### Floorplan with the power grid, run 1

Bar = 10 µm. Pins as bars on the die edge. Tap cells in grey.
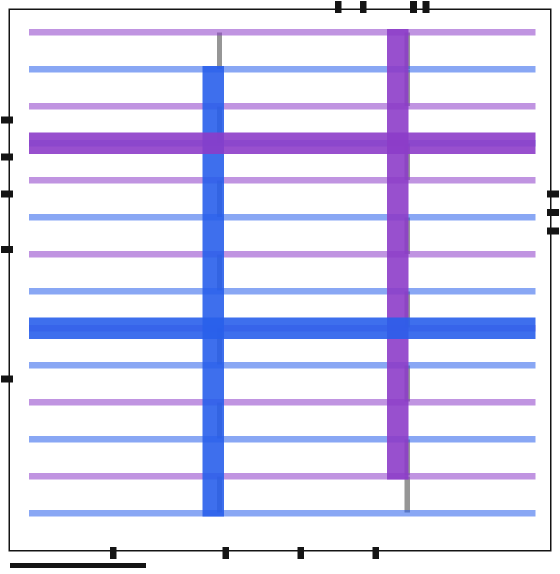
### Placement by cell class, run 1

Bar = 10 µm.
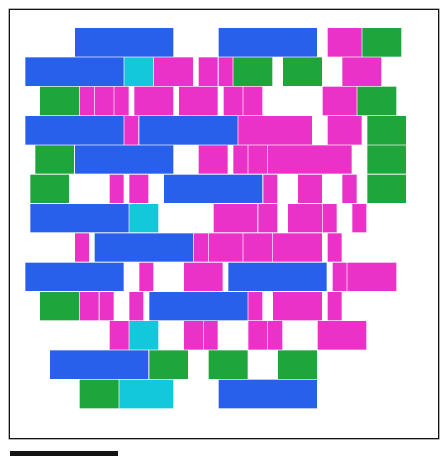
### Clock wires, drivers and flops, run 1

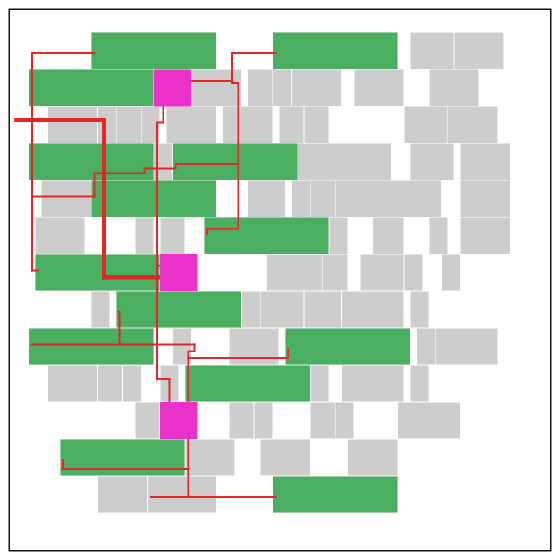
### Routed metal, one colour a layer, run 1

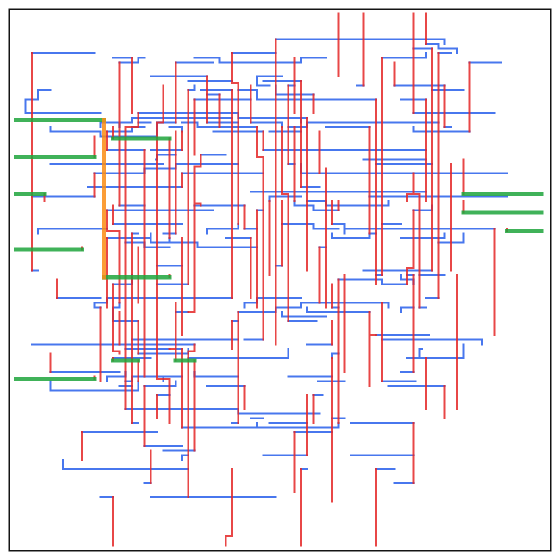
File: src/rtl/hs_dpath_pkg.sv
// Shared helpers for the handshake datapath blocks.
package hs_dpath_pkg;

    // Width needed to hold a count in the range 0..n.
    function automatic int hs_cnt_w(input int n);
        return $clog2(n + 1);
    endfunction

endpackage

File: src/rtl/hs_dpath_sipo_vr.sv
// Serial-in/parallel-out deserializer with valid/ready on both sides.
// Beats fill a collect buffer; closing beat transfers the merged word to the output register.
module hs_dpath_sipo_vr
    import hs_dpath_pkg::*;
#(
    parameter type      DATA_TYPE   = logic,
    parameter DATA_TYPE RESET_VALUE = '0,
    parameter int       RATIO       = 4
) (
    input  logic                         clk,
    input  logic                         aresetn,
    input  logic                         sclr,
    input  logic                         s_valid,
    output logic                         s_ready,
    input  DATA_TYPE                     s_data,
    input  logic                         s_last,
    output logic                         m_valid,
    input  logic                         m_ready,
    output DATA_TYPE                     m_data [RATIO],
    output logic [hs_cnt_w(RATIO)-1:0]   m_count
);

    localparam int CW = $clog2(RATIO);
    localparam int MW = hs_cnt_w(RATIO);

    logic [CW-1:0] r_cnt;
    logic          r_mvalid;
    logic [MW-1:0] r_mcount;
    DATA_TYPE      r_mdata  [RATIO];
    DATA_TYPE      w_merged [RATIO];

    logic w_close_possible;
    logic w_s_ready;
    logic w_accept;
    logic w_close;

    assign w_close_possible = (r_cnt == CW'(RATIO - 1)) || s_last;
    // Only a closing beat needs room in the output register.
    assign w_s_ready        = !w_close_possible || !r_mvalid || m_ready;
    assign w_accept         = s_valid && w_s_ready;
    assign w_close          = w_accept && w_close_possible;

    for (genvar g = 0; g < RATIO; g++) begin : g_cbuf
        DATA_TYPE r_elem;
        logic     w_en;

        assign w_en = w_accept && (r_cnt == CW'(g));

        always_ff @(posedge clk or negedge aresetn) begin
            if (!aresetn) begin
                r_elem <= RESET_VALUE;
            end else if (sclr || w_close) begin
                r_elem <= RESET_VALUE;
            end else if (w_en) begin
                r_elem <= s_data;
            end
        end

        // Elements beyond cnt are already RESET_VALUE, so only the live slot needs merging.
        assign w_merged[g] = w_en ? s_data : r_elem;
    end

    always_ff @(posedge clk or negedge aresetn) begin
        if (!aresetn) begin
            r_cnt <= '0;
        end else if (sclr || w_close) begin
            r_cnt <= '0;
        end else if (w_accept) begin
            r_cnt <= r_cnt + CW'(1);
        end
    end

    always_ff @(posedge clk or negedge aresetn) begin
        if (!aresetn) begin
            r_mvalid <= 1'b0;
            r_mcount <= '0;
            for (int i = 0; i < RATIO; i++) r_mdata[i] <= RESET_VALUE;
        end else if (sclr) begin
            r_mvalid <= 1'b0;
            r_mcount <= '0;
            for (int i = 0; i < RATIO; i++) r_mdata[i] <= RESET_VALUE;
        end else if (w_close) begin
            r_mvalid <= 1'b1;
            r_mcount <= MW'(r_cnt) + MW'(1);
            r_mdata  <= w_merged;
        end else if (r_mvalid && m_ready) begin
            r_mvalid <= 1'b0;
        end
    end

    assign s_ready = w_s_ready;
    assign m_valid = r_mvalid;
    assign m_data  = r_mdata;
    assign m_count = r_mcount;

`ifndef SYNTHESIS
    if (RATIO < 2 || RATIO > 65535) begin : g_bad_ratio
        $error("hs_dpath_sipo_vr: RATIO must be in 2..65535");
    end

    a_count_nonzero: assert property (@(posedge clk) disable iff (!aresetn)
        r_mvalid |-> (r_mcount != '0));

    a_count_stable: assert property (@(posedge clk) disable iff (!aresetn)
        (r_mvalid && !m_ready && !sclr) |=> $stable(r_mcount));

    for (genvar g = 0; g < RATIO; g++) begin : g_stable
        a_data_stable: assert property (@(posedge clk) disable iff (!aresetn)
            (r_mvalid && !m_ready && !sclr) |=> $stable(r_mdata[g]));
    end
`endif

endmodule

File: config.mk
export PLATFORM = sky130hd
export DESIGN_NAME = hs_dpath_sipo_vr
export DESIGN_NICKNAME = d
export VERILOG_FILES = /design/src/rtl/hs_dpath_pkg.sv /design/src/rtl/hs_dpath_sipo_vr.sv
export SDC_FILE = /design/constraint.sdc
export NUM_CORES = 1
export LEC_CHECK = 0
export CAP_MARGIN = 20
export CORE_MARGIN = 1
export CORE_UTILIZATION = 51
export DETAILED_ROUTE_END_ITERATION = 8
export GPL_TIMING_DRIVEN = 1
export PLACE_DENSITY = 0.81
export SLEW_MARGIN = 30
export SYNTH_ARGS = -nofsm -noshare
export SYNTH_HDL_FRONTEND = slang
export SYNTH_SLANG_ARGS = --single-unit
File: constraint.sdc
create_clock -name clk -period 4.9 [get_ports clk]
set_input_delay 0.49 -clock clk [delete_from_list [all_inputs] [get_ports clk]]
set_output_delay 0.49 -clock clk [all_outputs]
set_load 0.02 [all_outputs]
==> impl_metrics.ini, run 1 <==
; physical design summary
[setup_path]
crit_required_ns = 4.41
endpoint = s_ready
path_delay_family = buffers and inverters
path_buffers = 1
critPathLaunch = r_cnt[0]
max_stage_delay_ns = 0.59

[synthesis]
yosys_area_um2 = 726
yosysWarnings = 0
syn_inst = 68
avgSynthCellArea_um2 = 10.7
netlist_area_um2 = 726
top_cells_by_area = dfrtp_1, ha_1, nand2_1, mux2i_1, o21ai_1

[run_status]
status = completed

[timing]
hold_slack_ns = 0.496
worstMarginPinSlew_ns = 0.627
rsz0062_at_grt = no

[worst_hold_path]
hp-start = m_count[0]

[run]
warnings = 29

[final_layout]
syn2layout_area_growth_pct = 24.8
nFillCells = 103
diodes = 0

[floorplanning]
die_w_um = 39.7

[cts]
clock_path_buffers = 2

[route]
drc = 0

[power_and_ir_drop]
switching_share = 0.255

[grt]
use_met3 = 0.0170
## Picture notes: 'Floorplan with the power grid'
| net | colour |
|---|---|
| VDD | purple |
| VSS | blue |
signal pins: 16
met1 rails: 14
met5 straps: 2
met4 straps: 2

## Picture notes: 'Placement by cell class'
| class | colour | cells | share of their area |
|---|---|---|---|
| clock drivers and dummy loads | cyan | 4 | 4.1% |
| sequential cells | blue | 14 | 39% |
| remaining buffers and delay cells | green | 15 | 17% |
| combinational and other logic | magenta | 52 | 39% |

## Picture notes: 'Clock wires, drivers and flops'
[flip-flops] green | count: 14
[clock drivers] magenta | count: 3
[clock wires] red | length: 165 µm
routed clock nets: 4
Clock Power: 81.4 µW
clk_lat worst skew: 0.27 ns

## Picture notes: 'Routed metal, one colour a layer'
| layer | colour | wire length |
|---|---|---|
| metal 3 | green | 51.1 µm |
| metal 1 | blue | 641 µm |
| metal 4 | orange | 11.6 µm |
| metal 2 | red | 684 µm |
routed wire length per instance: 13.9 µm
gr usage total: 0.204
Routed WL: 1390 µm
Vias: 526

-- run 1: worst min-delay path, delay by kind of cell (launching register included) --
| kind | cells | cell delay, ns |
|---|---|---|
| flops | 1 | 0.35 |
| compound gates | 1 | 0.06 |
| simple gates | 1 | 0.05 |
-- run 1: cell usage in the layout, fill, tap and decap left out, types with 4 or more instances in the layout --
cell type / netlist / routed
clkdlybuf4s50_1: 0 / 15
dfrtp_1: 14 / 14
nand2_1: 12 / 12
nor2_1: 6 / 6
o21ai_1: 6 / 6
mux2i_1: 4 / 4
ha_1: 4 / 4
-- run 1: kinds of logic after synthesis --
family,synth area share
AOI/OAI and AO/OA,0.167
xor gates and xnor gates,0.0121
adders and majority gates,0.0690
buffers and inverters,0.0500
DFF,0.483
muxes,0.0552
and+or+nand+nor,0.164
-- run 1: cell usage after synthesis, drive strengths merged, types with 3 or more instances --
| library cell | count |
|---|---|
| a21oi | 4 |
| dfrtp | 14 |
| ha | 4 |
| mux2i | 4 |
| o21ai | 7 |
| nor2 | 6 |
| nand3 | 3 |
| nand2 | 12 |
| inv | 3 |
-- run 1: registers in the layout (all words and copies together), names as in the netlist --
signal and flops:
g_cbuf.r_elem 4, m_data 4, m_count 3, r_cnt 2, m_valid 1
-- run 1: final cells by class --
cell class	instances	area, µm²	share of cell area
Inverter	3	11.3	0.0124
Tap cell	15	18.8	0.0207
Clock buffer	4	36.3	0.0401
Multi-Input combinational cell	49	339	0.374
Timing Repair Buffer	15	150	0.166
Sequential cell	14	350	0.387
-- run 1: through the flow --
step                instances   util  setup WS, ns
global placement           96  0.660          2.45
CTS                       100  0.688          2.34
finish                    100  0.688          2.36
floorplan                  68      -          3.25
global route              100  0.688          2.27
detailed placement         96  0.660          2.41
### Routing congestion, run 1

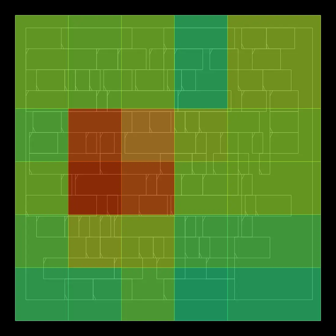

## Run 2: what changed since run 1
--- a/config.mk
+++ b/config.mk
@@ -7,10 +7,10 @@
 export LEC_CHECK = 0
 export CAP_MARGIN = 20
 export CORE_MARGIN = 1
-export CORE_UTILIZATION = 51
+export CORE_UTILIZATION = 43
 export DETAILED_ROUTE_END_ITERATION = 8
 export GPL_TIMING_DRIVEN = 1
-export PLACE_DENSITY = 0.81
+export PLACE_DENSITY = 0.72
 export SLEW_MARGIN = 30
 export SYNTH_ARGS = -nofsm -noshare
 export SYNTH_HDL_FRONTEND = slang
==> constraint.sdc (replaced) <==
create_clock -name clk -period 2.23 [get_ports clk]
set_input_delay 0.223 -clock clk [delete_from_list [all_inputs] [get_ports clk]]
set_output_delay 0.223 -clock clk [all_outputs]
set_load 0.02 [all_outputs]
### Routing congestion, run 2

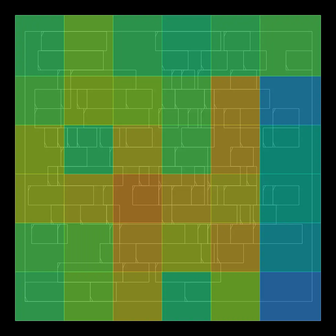
routed wire length per instance: 13.4 µm
gr usage total: 0.164
M1 GR Usage: 0.232
grt met3 use: 0.0128
GRT Max-Usage Layer: met2

### Floorplan with the power grid, run 2

Bar = 10 µm. Pins as bars on the die edge. Tap cells in grey.
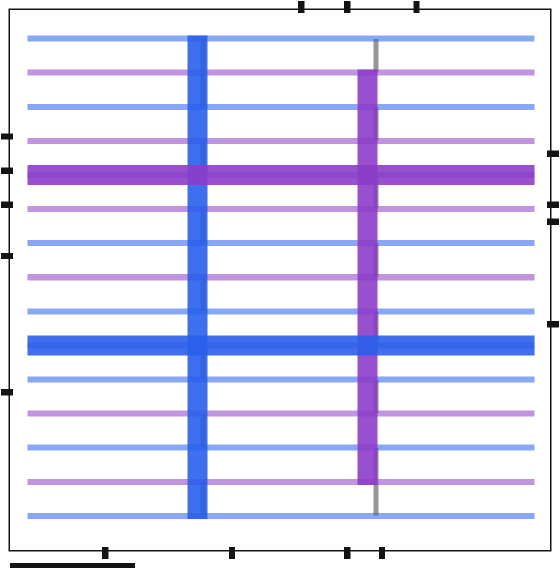
| net | colour |
|---|---|
| VDD | purple |
| VSS | blue |
met5 straps: 2
met4 straps: 2

==> impl_metrics.ini, run 2 <==
; physical design summary
[run_status]
status = completed

[route]
routed_wl_um = 1360
drc = 0
vias = 537

[final_layout]
layout_top_cell = clkdlybuf4s50_1
logic_area_um2 = 339
ff_latch_area_um2 = 350
nFillCells = 152
diodes = 0
fin_util = 0.584
syn2layout_area_growth_pct = 24.1
layout_top_cells = clkdlybuf4s50_1, dfrtp_1, nand2_1

[place]
post-place-ws_ns = 0.444
gp_congestion = 0.710
placed_cell_area_um2 = 878

[synthesis]
fp_nets = 79
common_cells = dfrtp_1, nand2_1, nor2_1, o21ai_1
avgSynthCellArea_um2 = 10.7
synth-compound-area-share = 0.167
synthTopLogicFamily = AND-OR/OR-AND gates
postSynth.asyncResetShare = 1.00
syn_inst = 68
top_cell = dfrtp_1
xor_share = 0.0121
yosysUniqueCellTypes = 22
yosys_area_um2 = 726
simple_gate_share = 0.164
synth-adder-area-share = 0.0690
netlist_area_um2 = 726
top_cells_by_area = dfrtp_1, ha_1, nand2_1, mux2i_1, o21ai_1
mux_share = 0.0552
yosysWarnings = 0

[setup_path]
crit_required_ns = 2.01
path_buffers = 1
max_stage_delay_ns = 0.59
critPathMaxFanout = 5

[timing]
rsz0062_at_grt = no
fin_ws_ns = 0.180
worstMarginPinSlew_ns = 0.608

[cts]
cts_tree = yes
clock_path_buffers = 2
ctsHtreeMaxLevel = 1
clk_latency_ns = 0.27

[floorplanning]
die_w_um = 43.1
rows = 14

[run]
warnings = 29
-- run 2: cell counts after synthesis --
No cell type changed its count.
-- run 2: metal layers --
layer,wire length [µm],share of wire
met2,640,0.47
met3,45,0.033
met1,653,0.48
met4,17,0.013
met5,0,0
-- run 2: cell type report --
cell class                      count  share of cell area
Multi-Input combinational cell     49               0.376
Tap cell                           16              0.0222
Sequential cell                    14               0.389
Clock buffer                        3              0.0250
Inverter                            3              0.0125
Timing Repair Buffer               16               0.175
-- run 2: worst register-to-register path: cells and delay by family (launching register included) --
kind	cells	cell delay, ns
flip-flops	1	0.43
buffers and inverters	1	0.18
AND-OR/OR-AND	2	0.26
AND/OR/NAND/NOR	1	0.24
adder cells (fa/ha/maj)	1	0.24
multiplexers	1	0.25
-- run 2: worst max-delay path by stage --
stage,from,to,slack [ns],depth (start not counted)
2_1_floorplan,r_cnt[0],m_data[1],0.69,6
3_3_place_gp,m_ready,s_ready,0.45,4
3_5_place_dp,m_ready,s_ready,0.44,4
4_1_cts,r_cnt[0],s_ready,0.16,4
5_1_grt,r_cnt[0],s_ready,0.08,4
6_report,r_cnt[0],s_ready,0.18,4
-- run 2: report_power, final --
group / internal, mW / switching, mW
Clock: 0.0624 / 0.0696
Combinational: 0.0408 / 0.0498
Sequential: 0.263 / 0.00671
-- run 2: metrics by stage --
| step | std cells | hold slack, ns |
|---|---|---|
| finish | 101 | 0.333 |
| global route | 101 | 0.388 |
| CTS | 101 | 0.350 |
| detailed placement | 98 | 0.486 |
| global placement | 98 | 0.474 |
| floorplan | 68 | -0.0726 |
Power figures rest on the tool's default switching activity, not on a simulated workload.
